`src/rtl/instr_fifo_pkg.sv`:
```
// Shared types and constants for the dual-issue instruction queue.
package instr_fifo_pkg;

    // Default queue depth; must be a power of two and at least 4.
    localparam int DEFAULT_DEPTH = 8;

    // Encoding of "addi x0, x0, 0", driven on empty decode slots.
    localparam logic [31:0] NOP_INSTR = 32'h0000_0013;

    // One fetched instruction together with its program counter.
    typedef struct packed {
        logic [31:0] pc;
        logic [31:0] instr;
    } fetch_entry_t;

endpackage

```
`src/rtl/instr_fifo_mem.sv`:
```
// Storage array for instr_fifo: two write ports, two combinational read ports.
module instr_fifo_mem
    import instr_fifo_pkg::*;
#(
    parameter int DEPTH = DEFAULT_DEPTH,
    parameter int AW    = $clog2(DEPTH)
) (
    input  logic            clk,
    input  logic            we1,
    input  logic [AW-1:0]   waddr1,
    input  fetch_entry_t    wdata1,
    input  logic            we2,
    input  logic [AW-1:0]   waddr2,
    input  fetch_entry_t    wdata2,
    input  logic [AW-1:0]   raddr1,
    output fetch_entry_t    rdata1,
    input  logic [AW-1:0]   raddr2,
    output fetch_entry_t    rdata2
);

    fetch_entry_t mem_q [DEPTH];

    // Write both slots of an accepted push; the two addresses are always distinct.
    // NOTE: the data array has no reset; validity is tracked by the pointers and
    // count, so resetting it would only add a wide reset fan-out for nothing.
    always_ff @(posedge clk) begin
        if (we1) mem_q[waddr1] <= wdata1;
        if (we2) mem_q[waddr2] <= wdata2;
    end

    assign rdata1 = mem_q[raddr1];
    assign rdata2 = mem_q[raddr2];

endmodule

```
`src/rtl/instr_fifo.sv`:
```
// Dual-issue instruction queue feeding two decode slots through a registered
// output stage. Optional macro INSTR_FIFO_BYPASS_EN lets pushes into an empty,
// unstalled queue load the output stage directly (one-cycle latency).
module instr_fifo
    import instr_fifo_pkg::*;
#(
    parameter int          DEPTH    = DEFAULT_DEPTH,
    parameter logic [31:0] RESET_PC = 32'd0
) (
    input  logic        clk,
    input  logic        rst,
    input  logic        fifo_rst,
    input  logic        fifo_stall,
    input  logic [1:0]  push_valid,
    input  logic [31:0] push_instr1,
    input  logic [31:0] push_instr2,
    input  logic [31:0] push_pc1,
    input  logic [31:0] push_pc2,
    output logic        fifo_full,
    output logic        valid1_out,
    output logic        valid2_out,
    output logic [31:0] instr1_out,
    output logic [31:0] instr2_out,
    output logic [31:0] pc1_out,
    output logic [31:0] pc2_out
);

    localparam int AW = $clog2(DEPTH);
    localparam int CW = AW + 1;
    localparam fetch_entry_t IDLE_ENTRY = '{pc: RESET_PC, instr: NOP_INSTR};

    logic [AW-1:0] wp_q, wp_d, rp_q, rp_d;
    logic [CW-1:0] count_q, count_d;
    logic          valid1_q, valid1_d, valid2_q, valid2_d;
    fetch_entry_t  out1_q, out1_d, out2_q, out2_d;

    fetch_entry_t  push_e1, push_e2, head1, head2;
    logic          we1, we2, bypass_hit;
    logic [1:0]    n_push, n_pop;

    assign push_e1   = '{pc: push_pc1, instr: push_instr1};
    assign push_e2   = '{pc: push_pc2, instr: push_instr2};
    assign fifo_full = count_q > CW'(DEPTH - 2);

    instr_fifo_mem #(.DEPTH(DEPTH), .AW(AW)) u_mem (
        .clk    (clk),
        .we1    (we1),
        .waddr1 (wp_q),
        .wdata1 (push_e1),
        .we2    (we2),
        .waddr2 (wp_q + AW'(1)),
        .wdata2 (push_e2),
        .raddr1 (rp_q),
        .rdata1 (head1),
        .raddr2 (rp_q + AW'(1)),
        .rdata2 (head2)
    );

    // Number of entries accepted this cycle; 2'b10 and pushes while full are dropped.
    always_comb begin
        // NOTE: every combinational output gets a default first so no path can
        // leave it unassigned and infer a latch.
        n_push = 2'd0;
        if (!fifo_full && fifo_rst) begin
            case (push_valid)
                2'b01:   n_push = 2'd1;
                2'b11:   n_push = 2'd2;
                default: n_push = 2'd0;
            endcase
        end
    end

`ifdef INSTR_FIFO_BYPASS_EN
    assign bypass_hit = (count_q == '0) && !fifo_stall && fifo_rst && (n_push != 2'd0);
`else
    assign bypass_hit = 1'b0;
`endif

    // Next-state: flush, then bypass or pop (on pre-push count), then push.
    always_comb begin
        wp_d     = wp_q;
        rp_d     = rp_q;
        count_d  = count_q;
        valid1_d = valid1_q;
        valid2_d = valid2_q;
        out1_d   = out1_q;
        out2_d   = out2_q;
        we1      = 1'b0;
        we2      = 1'b0;
        n_pop    = 2'd0;

        if (!fifo_rst) begin
            wp_d     = '0;
            rp_d     = '0;
            count_d  = '0;
            valid1_d = 1'b0;
            valid2_d = 1'b0;
            out1_d   = IDLE_ENTRY;
            out2_d   = IDLE_ENTRY;
        end else if (bypass_hit) begin
            valid1_d = 1'b1;
            out1_d   = push_e1;
            valid2_d = (n_push == 2'd2);
            out2_d   = (n_push == 2'd2) ? push_e2 : IDLE_ENTRY;
        end else begin
            if (!fifo_stall) begin
                if (count_q >= CW'(2))      n_pop = 2'd2;
                else if (count_q == CW'(1)) n_pop = 2'd1;
                valid1_d = (n_pop != 2'd0);
                valid2_d = (n_pop == 2'd2);
                out1_d   = (n_pop != 2'd0) ? head1 : IDLE_ENTRY;
                out2_d   = (n_pop == 2'd2) ? head2 : IDLE_ENTRY;
                rp_d     = rp_q + AW'(n_pop);
            end
            we1     = (n_push != 2'd0);
            we2     = (n_push == 2'd2);
            wp_d    = wp_q + AW'(n_push);
            count_d = count_q + CW'(n_push) - CW'(n_pop);
        end
    end

    // State register with synchronous reset.
    always_ff @(posedge clk) begin
        // NOTE: sequential state uses non-blocking assignments so every flop
        // samples the pre-edge values regardless of statement order.
        if (rst) begin
            wp_q     <= '0;
            rp_q     <= '0;
            count_q  <= '0;
            valid1_q <= 1'b0;
            valid2_q <= 1'b0;
            out1_q   <= IDLE_ENTRY;
            out2_q   <= IDLE_ENTRY;
        end else begin
            wp_q     <= wp_d;
            rp_q     <= rp_d;
            count_q  <= count_d;
            valid1_q <= valid1_d;
            valid2_q <= valid2_d;
            out1_q   <= out1_d;
            out2_q   <= out2_d;
        end
    end

    assign valid1_out = valid1_q;
    assign valid2_out = valid2_q;
    assign instr1_out = out1_q.instr;
    assign instr2_out = out2_q.instr;
    assign pc1_out    = out1_q.pc;
    assign pc2_out    = out2_q.pc;

endmodule

```
`config.mk`:
```
export PLATFORM = sky130hd
export DESIGN_NAME = instr_fifo
export DESIGN_NICKNAME = d
export VERILOG_FILES = /design/src/rtl/instr_fifo_pkg.sv /design/src/rtl/instr_fifo_mem.sv /design/src/rtl/instr_fifo.sv
export SDC_FILE = /design/constraint.sdc
export NUM_CORES = 1
export LEC_CHECK = 0
export CAP_MARGIN = 10
export CORE_MARGIN = 4
export CORE_UTILIZATION = 40
export CTS_CLUSTER_DIAMETER = 40
export DETAILED_ROUTE_END_ITERATION = 10
export GPL_TIMING_DRIVEN = 0
export REMOVE_ABC_BUFFERS = 1
export SLEW_MARGIN = 20
export SYNTH_ARGS = -nofsm -noshare
export SYNTH_HDL_FRONTEND = slang
export SYNTH_SLANG_ARGS = --single-unit
```
`constraint.sdc`:
```
create_clock -name clk -period 6.08 [get_ports clk]
set_input_delay 1.216 -clock clk [delete_from_list [all_inputs] [get_ports clk]]
set_output_delay 1.216 -clock clk [all_outputs]
set_load 0.02 [all_outputs]
```
**Run 1: power grid**

(1 px per um) Pins as bars on the die edge.
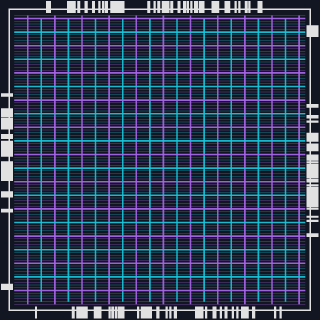
Purple marks VSS. Cyan marks VDD.
21 straps on met5. 265 signal pins sit on the boundary. 107 met1 rails follow the rows. The core has 106 rows.
die extent in x: 300 um
die height: 300 um
core area: 0.0840 mm^2
worst vdd ir: 0.000227 V

**Run 1: clock nets**

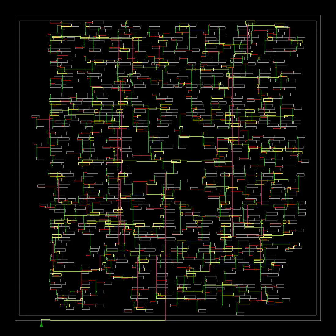
CTS sink count: 655
worst-skew pair later-pin latency: 0.68 ns
cts bufs inserted: 117
# clk buffers: 139
Clk power: 6.89 mW

==> flow_summary.json, run 1 <==
{
  "synthMostInstantiatedCell": "mux2_2",
  "grt_max_degree": 46,
  "ys_seq_share_pct": 53.6,
  "postCtsHoldBufs": 0,
  "holdWs_ns": 0.446,
  "grt_pass1_vias": 24845,
  "cts-root-buf": "clkbuf_16",
  "ys_cells": 2450,
  "comb_power_share_pct": 8.1,
  "netlist_instances": 2450,
  "p_leak_nw": 14.4,
  "antenna_found_initial": 24,
  "status": "finished clean",
  "cts_setup_buffers": 0,
  "place_ws_ns": 1.63,
  "crit_required_ns": 6.62,
  "met3_length_um": 8260,
  "ys_types": 39,
  "tritoncts": "yes",
  "core.rowCount": 106,
  "syn_area_mm2": 0.0340,
  "fin_util_pct": 52.7,
  "finalPower_mw": 13.0,
  "grt_pass1_wl_um": 164000,
  "yosys-top-cells-count": "518 x mux2_2, 512 x edfxtp_1, 308 x nand2_1",
  "ys.flop_type": "edfxtp_1",
  "worst_setup_path_end_kind": "register",
  "p_per_area_mw_per_mm2": 293,
  "drv_slew": 0,
  "fin_crit_ns": 3.80,
  "drc": 0,
  "ys.flops": 655,
  "synth.area.top_cells": "edfxtp_1 45%, mux2_2 17%, mux4_2 8.5%",
  "tool_warnings": 26,
  "clock_skew_ns": 0.0430,
  "hpwl_um": 73200,
  "timing.final.hold_violations": 0,
  "io_pins": 265,
  "top_cell_area_share_pct": 45.2,
  "route.met2.wl_um": 57700,
  "slew_headroom_pct": 27.0,
  "chipArea_mm2": 0.0897,
  "synth-edff-count": 512,
  "clockPowerShare_pct": 53.1,
  "path_clk_slew_ns": 0.05,
  "overflow": 0,
  "setup_slack_ns": 2.28,
  "critical_path_arrival_ns": 4.34,
  "cts_max_level": 3,
  "syn2layout_area_growth_pct": 30.0,
  "final.period_utilization_pct": 62.5,
  "tightest_slew_ns": 1.09,
  "top_layer": "met5",
  "met1_length_um": 43000,
  "drv_cap": 0,
  "antenna_left": 0,
  "drtIter0Drc": 1980,
  "rsz0062_at_grt": "false",
  "setup_viol": 0,
  "critPathKind": "register to register",
  "tns_ns": 0,
  "internal_power_mw": 9.97,
  "initCoreUtil_pct": 40.5,
  "portBuffers": 264,
  "startpoint_type": "register",
  "final_layout_size_suffix_gt1_share_pct": 34.9,
  "max_freq_mhz": 263,
  "ys_chip_area_mm2": 0.0340,
  "vias_per_cell": 5.85,
  "ys_async_sr_fraction_pct": 0,
  "post_cts_resized": 0,
  "cts_buffer_depth": 3,
  "firstDrtPassIters": 5,
  "switching_share_pct": 23.2,
  "power_switching_mw": 3.00,
  "place_congestion": 0.751,
  "hold_path_class": "register to register",
  "avgSynthCellArea_um2": 13.9,
  "top_area_cell": "edfxtp_1",
  "yosysWarnings": 0,
  "finalNetCount": 2909,
  "seq_power_share_pct": 38.7,
  "crit_fanout": 31
}
**Run 1: wiring by layer**

(1.5 px per um)
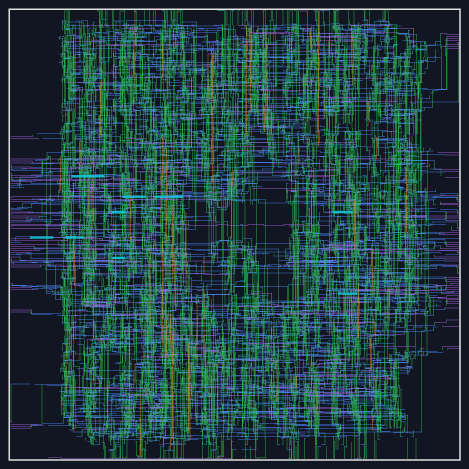
Orange marks metal 4, wire length 3370 um. Purple marks metal 3, wire length 8260 um. Green marks metal 2, wire length 57.7 mm. Blue marks metal 1, wire length 43.0 mm. Cyan marks metal 5, wire length 113 um.
wire length per cell: 28.0 um
Vias: 23505
Overall Global Routing Usage: 24.6%
Routed WL: 112000 um

==> run 1: power groups by stage <==
stage / sequential, mW / combinational [mW] / clock (mW)
after global routing: 5.03 / 1.12 / 7.21
after global placement: 5.15 / 0.971 / 0
after floorplan: 5.14 / 0.498 / 0
final: 5.02 / 1.06 / 6.89
after CTS: 5.02 / 1.06 / 6.98
after detailed placement: 5.11 / 1.05 / 0
==> run 1: registers in the layout, summed over array words and instances, names as in the netlist, named ones only <==
signal and flops:
u_mem.mem_q 512, wp_q 3, valid2_out 1, pc1_out 32
pc2_out 32, valid1_out 1, instr1_out 32, count_q 4
rp_q 3, instr2_out 32
==> run 1: layout by cell type (no fill, tap or decap), types with 4 or more instances in the layout <==
cell type        count
buf_12              31
nand4_4              4
diode_2             15
a21oi_4              4
nand2_1            308
nor2_4               5
clkinv_2            17
nand3_1             64
a22oi_1             61
buf_8                7
a21oi_1              6
nor3b_1             14
bufinv_16           18
clkbuf_16          120
clkbuf_8            10
and2_1               7
inv_6               15
mux2_2             518
inv_1               10
nor3_1               9
a32o_1              61
a31oi_1             65
dfxtp_1            140
clkdlybuf4s50_1    264
clkinvlp_4          11
nand3b_1            11
clkinv_4            10
edfxtp_1           512
nor2_1              21
mux4_2             128
o21ai_0             62
buf_6               29
clkinv_1            11
mux2i_1            193
buf_16              57
ha_1                11
clkbuf_1             9
==> run 1: cell type report <==
| type | count | area (um^2) |
|---|---|---|
| repair buffers | 388 | 5260 |
| diodes | 15 | 37.5 |
| inverters | 10 | 37.5 |
| well taps | 1134 | 1420 |
| flip-flops and latches | 655 | 18200 |
| clock inverters | 85 | 1010 |
| fillers | 6859 | 39700 |
| clock buffers | 139 | 3170 |
| multi-input cells | 1589 | 15000 |
==> run 1: worst max-delay path, cell delays in order (launching register included) <==
cell and delay, ns:
dfxtp_1 1.04, ha_1 0.45, xor2_4 0.62, buf_16 0.26, buf_16 0.17, buf_16 0.16
buf_16 0.17, buf_16 0.18, mux2i_1 0.20, a22oi_1 0.10, a32o_1 0.25
==> run 1: kinds of logic after synthesis <==
group	synth area share [%]
adders and majority gates	0.581
AOI/OAI and AO/OA	5.63
muxes	31.3
DFF	53.6
buffers and inverters	2.69
and+or+nand+nor	5.97
xor gates and xnor gates	0.180
==> run 1: per-stage QoR <==
| step | cell area [um^2] | instances |
|---|---|---|
| after floorplan | 33100 | 2254 |
| after global placement | 37200 | 3652 |
| after detailed placement | 40000 | 3776 |
| after CTS | 44200 | 4000 |
| after global routing | 44200 | 4007 |
| final | 44200 | 4015 |
==> run 1: metal layers <==
metal  up-vias  track usage (%)
li1      10309                -
met1     12027             29.4
met2       921             43.9
met3       230             5.18
met4        18             8.61
met5         -                0
==> run 1: worst paths after layout <==
path / start / end / slack, ns / depth (start not counted)
setup / recovery: rp_q[0] / instr2_out[16] / 2.28 / 10
hold / removal: pc1_out[28] / pc1_out[28] / 0.45 / 2
setup reg to reg: rp_q[0] / instr2_out[16] / 2.28 / 10
hold reg to reg: pc1_out[28] / pc1_out[28] / 0.45 / 2
**Run 1: clock distribution**

(1 px per um)
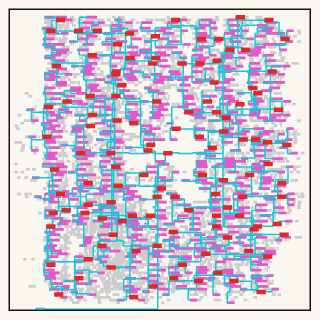

--- run 2 (diff from run 1) ---
Clock period 6.08 ns to 3.3 ns, I/O delays scaled along.
**Run 2: clock distribution**

(1 px per um)
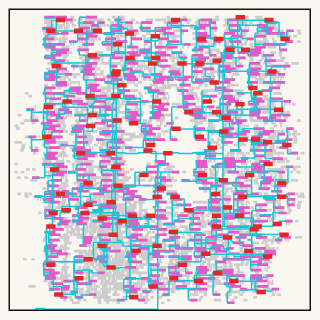
Red marks clock drivers, count 117. Magenta marks flip-flops, count 655. Cyan marks clock wires, length 9850 um.
There are 118 routed clock nets.

**Run 2: clock nets**

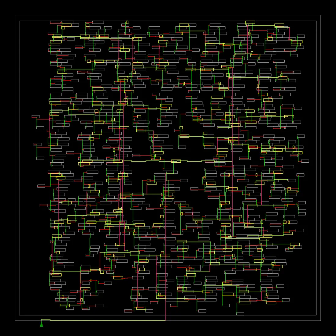
Clk power: 12.7 mW
flip-flops: 655
Setup Skew: 0.0411 ns

**Run 2: power grid**

(1 px per um) Pins as bars on the die edge.
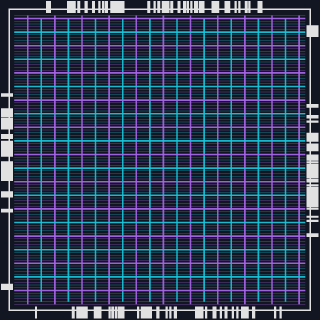
Purple marks VSS. Cyan marks VDD.
265 signal pins sit on the boundary. The core has 106 rows. 21 straps on met4. 21 straps on met5.
worst vdd ir: 0.000415 V

==> flow_summary.json, run 2 <==
{
  "critPathKind": "register to register",
  "hold_path_class": "register to register",
  "largest_reg_flops": 512,
  "top_area_cell": "edfxtp_1",
  "lay_top_count": "mux2_2",
  "cts-root-buf": "clkbuf_16",
  "min_path_cells": 2,
  "drt_wl_total_um": 113000,
  "place_congestion": 0.751,
  "fin_crit_ns": 3.20,
  "finalNetCount": 2924,
  "ys.flops": 655,
  "fp.dieW_um": 300,
  "top_register": "u_mem.mem_q",
  "crit_fanout": 25,
  "synthMostInstantiatedCell": "mux2_2",
  "ys.flop_type": "edfxtp_1",
  "clock_sinks": 655,
  "drc": 0,
  "coreArea_mm2": 0.0840,
  "netlist_instances": 2450,
  "syn2layout_area_growth_pct": 30.4,
  "setup_viol": 0,
  "p_leak_nw": 14.5,
  "mostFrequentLayoutCells": "518 x mux2_2, 512 x edfxtp_1, 308 x nand2_1",
  "drv_slew": 0,
  "insertion_delay_ns": 0.68,
  "grt_max_degree": 46,
  "grt_pass1_wl_um": 165000,
  "yosysWarnings": 0,
  "die_h_um": 300,
  "io_pins": 265,
  "ys_async_sr_fraction_pct": 0,
  "status": "finished clean",
  "tightest_slew_ns": 0.962,
  "path_clk_slew_ns": 0.05,
  "internal_power_mw": 18.4,
  "max_freq_mhz": 312,
  "cts_buffer_depth": 3,
  "worst_setup_path_end_kind": "register",
  "reg2reg_depth": 8,
  "wl_per_cell_um": 28.1,
  "grtUsageTotal_pct": 24.7,
  "comb_power_share_pct": 8.2,
  "portBuffers": 264,
  "power_switching_mw": 5.55,
  "ys_types": 39,
  "core.rowCount": 106,
  "drtIter0Drc": 2007,
  "yosys-top-cells-count": "518 x mux2_2, 512 x edfxtp_1, 308 x nand2_1",
  "final_layout_size_suffix_gt1_share_pct": 35.4,
  "overflow": 0,
  "grt_busiest_layer": "met2",
  "avgSynthCellArea_um2": 13.9,
  "gr-usage-met1_pct": 29.7,
  "chipArea_mm2": 0.0897,
  "antenna_found_initial": 25,
  "p_per_area_mw_per_mm2": 539,
  "num_vias": 23578,
  "switching_share_pct": 23.2,
  "vias_per_cell": 5.85,
  "final.period_utilization_pct": 97.1,
  "drv_cap": 0,
  "synth-edff-count": 512,
  "ys_seq_share_pct": 53.6,
  "seq_power_share_pct": 38.7,
  "clockPowerShare_pct": 53.1,
  "ys_cells": 2450,
  "critical_path_arrival_ns": 3.60,
  "grt_pass1_vias": 24900,
  "rsz0062_at_grt": "false",
  "gr-usage-met3_pct": 5.20,
  "top_cell_area_share_pct": 45.2,
  "timing.final.hold_violations": 0,
  "ys_chip_area_mm2": 0.0340,
  "firstDrtPassIters": 5,
  "initCoreUtil_pct": 40.5,
  "holdWs_ns": 0.446,
  "antenna_left": 0,
  "syn_area_mm2": 0.0340,
  "slew_headroom_pct": 35.6,
  "use_met2_pct": 43.9,
  "startpoint_type": "register",
  "cts_made_buffers": 117,
  "tool_warnings": 26,
  "cts_max_level": 3,
  "synth.area.top_cells": "edfxtp_1 45%, mux2_2 17%, mux4_2 8.5%",
  "fin_util_pct": 52.8
}
==> run 2: cell counts after synthesis <==
Identical to the previous run, type by type.
==> run 2: kinds of logic after synthesis <==
group	count (synthesis)	synth area share [%]
mux	839	31.3
fa+ha+maj	14	0.581
flops	655	53.6
simple gates	461	5.97
buf+inv	206	2.69
compound gates	268	5.63
xor+xnor	7	0.180
==> run 2: through the flow <==
stage | total power, mW | instance area (um^2) | setup TNS [ns] | setup WS (ns) | cells
after global placement | 11.3 | 37200 | -6563.39 | -18.42 | 3652
final | 23.9 | 44400 | 0 | 0.0950 | 4029
after detailed placement | 11.4 | 40000 | -139.00 | -0.594 | 3776
after floorplan | 10.4 | 33100 | -1861.20 | -11.18 | 2254
after global routing | 24.6 | 44300 | 0 | 0.0526 | 4023
after CTS | 24.1 | 44300 | 0 | 0.0712 | 4010
==> run 2: layout make-up <==
type | instances | area, um^2
clock inverters | 85 | 1010
multi-input cells | 1590 | 15000
diodes | 14 | 35.0
well taps | 1134 | 1420
flip-flops and latches | 655 | 18300
inverters | 10 | 37.5
repair buffers | 402 | 5380
clock buffers | 139 | 3170
fillers | 6835 | 39600
==> run 2: power by group through the flow <==
stage / Combinational [mW] / Clock, mW / Sequential (mW)
after floorplan: 0.918 / 0 / 9.48
after global placement: 1.79 / 0 / 9.49
after detailed placement: 1.94 / 0 / 9.41
after CTS: 1.95 / 12.9 / 9.25
after global routing: 2.08 / 13.3 / 9.26
final: 1.96 / 12.7 / 9.26
==> run 2: repair_timing <==
| item | 4_1_cts | 5_1_grt |
|---|---|---|
| hold buffers | 0 | 0 |
| pin swaps | 1 | 1 |
| setup endpoints to repair | 339 | 35 |
| resized | 3 | 1 |
| buffers inserted | 9 | 5 |
| cloned | 1 | 0 |
==> run 2: worst paths after layout <==
check / end / slack, ns / start
worst max-delay path: u_mem.mem_q[7][29] / 0.1 / count_q[3]
worst min-delay path: pc1_out[28] / 0.45 / pc1_out[28]
worst max register to register: u_mem.mem_q[7][29] / 0.1 / count_q[3]
worst min register to register: pc1_out[28] / 0.45 / pc1_out[28]
==> run 2: worst max-delay path, stage by stage (launching register included) <==
cell and delay, ns:
dfxtp_1 0.30, inv_1 0.07, ha_1 0.16, a21bo_2 0.15
and4_1 0.65, and4b_4 0.64, buf_16 0.27, buf_12 0.25
mux2_2 0.37
==> run 2: per-layer routing <==
metal | vias to the layer above | wire (um) | share of wire [%]
met3 | 236 | 7920 | 7.0
li1 | 10340 | - | -
met2 | 887 | 57900 | 51
met4 | 20 | 3440 | 3.0
met1 | 12095 | 43700 | 39
met5 | - | 134 | 0.12
**Run 2: wiring by layer**

(1.5 px per um)
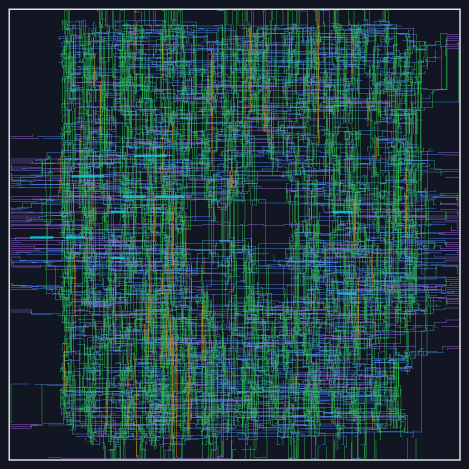

--- run 3 (diff from run 2) ---
Settings changed: CORE_UTILIZATION 40 to 59, PLACE_DENSITY set to 0.81.
Clock period 3.3 ns to 3.4 ns, I/O delays scaled along.
**Run 3: wiring by layer**

(2 px per um)
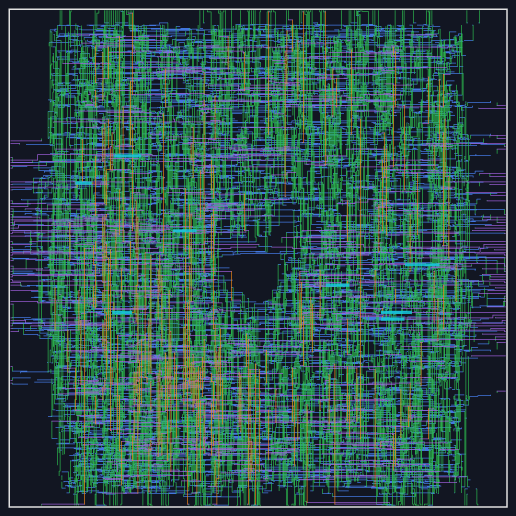
Purple marks metal 3, wire length 11600 um. Orange marks metal 4, wire length 5820 um. Blue marks metal 1, wire length 36.0 mm. Green marks metal 2, wire length 53.2 mm. Cyan marks metal 5, wire length 86.5 um.

**Run 3: clock nets**

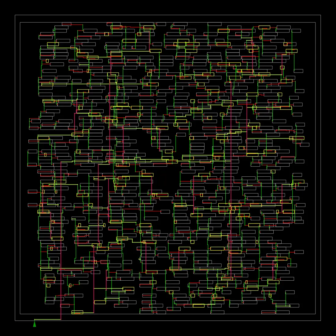
Clk power: 9.69 mW
worst-skew pair later-pin latency: 0.64 ns
cts bufs inserted: 95

**Run 3: power grid**

(1.5 px per um) Pins as bars on the die edge.
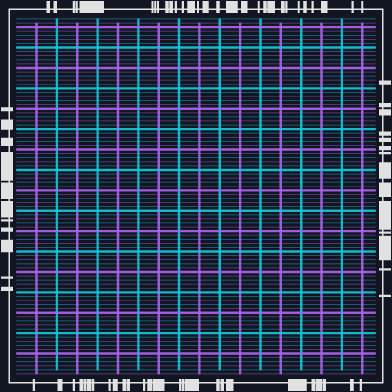
Purple marks VSS. Cyan marks VDD.
17 straps on met4. The core has 87 rows. 88 met1 rails follow the rows. 17 straps on met5. 265 signal pins sit on the boundary.
die extent in x: 248 um
core area: 0.0567 mm^2
die height: 248 um
worst vdd ir: 0.000434 V

==> flow_summary.json, run 3 <==
{
  "top_area_cell": "edfxtp_1",
  "place_congestion": 0.765,
  "xor_share_pct": 0.180,
  "synthMostInstantiatedCell": "mux2_2",
  "ys.flop_type": "edfxtp_1",
  "status": "finished with violations",
  "ys_top_logic_family": "multiplexers",
  "startpoint_type": "register",
  "worst_setup_path_end_kind": "register",
  "ys_sh_adder_pct": 0.581,
  "cts-root-buf": "clkbuf_16",
  "crit_fanout": 26,
  "cts_max_level": 3,
  "ys_types": 39,
  "drt_wl_total_um": 107000,
  "ys_async_sr_fraction_pct": 0,
  "yosys-top-cells-count": "518 x mux2_2, 512 x edfxtp_1, 308 x nand2_1",
  "ys_seq_share_pct": 53.6,
  "fillCellCount": 3269,
  "path_clk_slew_ns": 0.06,
  "vias_per_cell": 6.84,
  "ys.flops": 655,
  "final_layout_size_suffix_gt1_share_pct": 34.1,
  "cp_common_cell": "buf_6",
  "finalPower_mw": 20.6,
  "hold_path_class": "register to register",
  "cts_buffer_depth": 3,
  "grt_pass1_wl_um": 156000,
  "mostFrequentLayoutCells": "518 x mux2_2, 512 x edfxtp_1, 308 x nand2_1",
  "crit_buf_inv": 3,
  "core.rowCount": 87,
  "worstPathCellList": "ha_1 > xnor2_1 > nor2_1 > nand4b_1 > buf_6 > buf_6 > buf_8 > mux2_2",
  "finalNetCount": 2882,
  "lay_top_count": "mux2_2",
  "slew_headroom_pct": 42.8,
  "yosysWarnings": 0,
  "aoi_share_pct": 5.63,
  "max_freq_mhz": 293,
  "grt_max_degree": 54,
  "netlist_instances": 2450,
  "p_leak_nw": 13.9,
  "mux_area_share_pct": 31.3,
  "num_vias": 24534,
  "final.period_utilization_pct": 100,
  "portBuffers": 264,
  "tritoncts": "yes",
  "critPathKind": "register to register",
  "synth-edff-count": 512,
  "grtUsageTotal_pct": 34.2,
  "stdcell_area_mm2": 0.0427,
  "antenna_left": 0,
  "io_pins": 265,
  "clock_sinks": 655,
  "antenna_found_initial": 19,
  "top_cell_area_share_pct": 45.2,
  "violations": "setup timing",
  "path_delay_family": "simple AND/OR/NAND/NOR gates",
  "clock_skew_ns": 0.0223,
  "wl_per_cell_um": 29.8,
  "place_area_mm2": 0.0394,
  "synth.area.top_cells": "edfxtp_1 45%, mux2_2 17%, mux4_2 8.5%",
  "setup_viol": 11,
  "largest_reg_flops": 512,
  "grt_pass1_vias": 25875,
  "drv_slew": 0,
  "ys_chip_area_mm2": 0.0340,
  "firstDrtPassIters": 6,
  "syn_area_mm2": 0.0340,
  "hpwl_um": 67800,
  "critical_path_arrival_ns": 3.79,
  "drtIter0Drc": 2682,
  "drc": 0,
  "reg2reg_slack_ns": -0.02,
  "synth-simple-area-share_pct": 5.97,
  "crit_required_ns": 3.78,
  "chipArea_mm2": 0.0615,
  "p_per_area_mw_per_mm2": 482,
  "setup_slack_ns": -0.0161,
  "overflow": 0,
  "initCoreUtil_pct": 60.0,
  "ys_cells": 2450,
  "fin_crit_ns": 3.42,
  "cp_slowest_cell": "dfxtp_2",
  "drv_cap": 0,
  "tightest_slew_ns": 0.856,
  "slowest_delay_ns": 0.67,
  "timing.final.hold_violations": 0,
  "tool_warnings": 26,
  "top_register": "u_mem.mem_q",
  "avgSynthCellArea_um2": 13.9,
  "syn2layout_area_growth_pct": 25.4
}
## run 3: cell count changes in the layout (fill, tap and decap cells not counted), sizes merged
| cell | previous run | this run |
|---|---|---|
| clkbuf | 139 | 107 |
| buf | 138 | 119 |
| bufinv | 18 | 5 |
| clkinv | 39 | 36 |
| clkinvlp | 11 | 13 |
| inv | 27 | 29 |
| and4b | 3 | 2 |
| diode | 14 | 13 |
## run 3: final timing paths
| check | startpoint | end | cells past startpoint |
|---|---|---|---|
| max | wp_q[0] | u_mem.mem_q[5][36] | 8 |
| min | instr1_out[5] | instr1_out[5] | 2 |
| max reg2reg | wp_q[0] | u_mem.mem_q[5][36] | 8 |
| min reg2reg | instr1_out[5] | instr1_out[5] | 2 |
## run 3: cell type report
type / count / area, um^2 / share of cell area [%]
sequential: 655 / 18300 / 42.8
multi-input combinational: 1589 / 15000 / 35.2
timing repair buffer: 383 / 5190 / 12.2
clock buffer: 107 / 2470 / 5.80
tap: 756 / 946 / 2.22
clock inverter: 73 / 687 / 1.61
inverter: 10 / 37.5 / 0.0880
antenna: 13 / 32.5 / 0.0763
## run 3: cells by family (layout without fill, tap and decap cells)
kind of cell,count (synthesis),count (layout)
other cells,0,13
fa+ha+maj,14,14
mux,839,839
buf+inv,206,573
xor+xnor,7,7
flops,655,655
simple gates,461,461
compound gates,268,268
## run 3: metal layers
layer	up-vias	GRT usage (%)	share of wire (%)
li1	10231	-	-
met1	12105	39.8	34
met3	479	8.29	11
met2	1703	58.2	50
met5	-	0	0.081
met4	16	19.2	5.5
## run 3: stage by stage
step	std cells	hold WS [ns]	utilization, %	TNS (ns)	setup slack [ns]
floorplan	2254	0.509	-	-1752.28	-11.08
global placement	3274	0.436	64.7	-5728.08	-17.48
detailed placement	3389	0.442	69.5	-42.81	-0.471
CTS	3569	0.454	75.1	0	0.135
global route	3580	0.483	75.2	-2.03	-0.156
finish	3586	0.451	75.2	-0.0744	-0.0161
## run 3: worst register-to-register path, cell delays in order, from the launching register on
cell and delay (ns):
dfxtp_2 0.67, ha_1 0.34, xnor2_1 0.14, nor2_1 0.37, nand4b_1 0.63, buf_6 0.40, buf_6 0.17, buf_8 0.17
mux2_2 0.28
## run 3: where the power goes
part / internal, mW / switching (mW)
combinational: 0.930 / 0.987
sequential: 8.84 / 0.127
clock: 5.74 / 3.95
total: 15.5 / 5.06
## run 3: what timing repair did
action,CTS,global route
hold buffers,0,0
gates cloned,0,0
resized,4,0
setup buffers,0,4
setup endpoints to repair,201,2
pin swaps,0,1
Power and IR drop assume default switching activity.
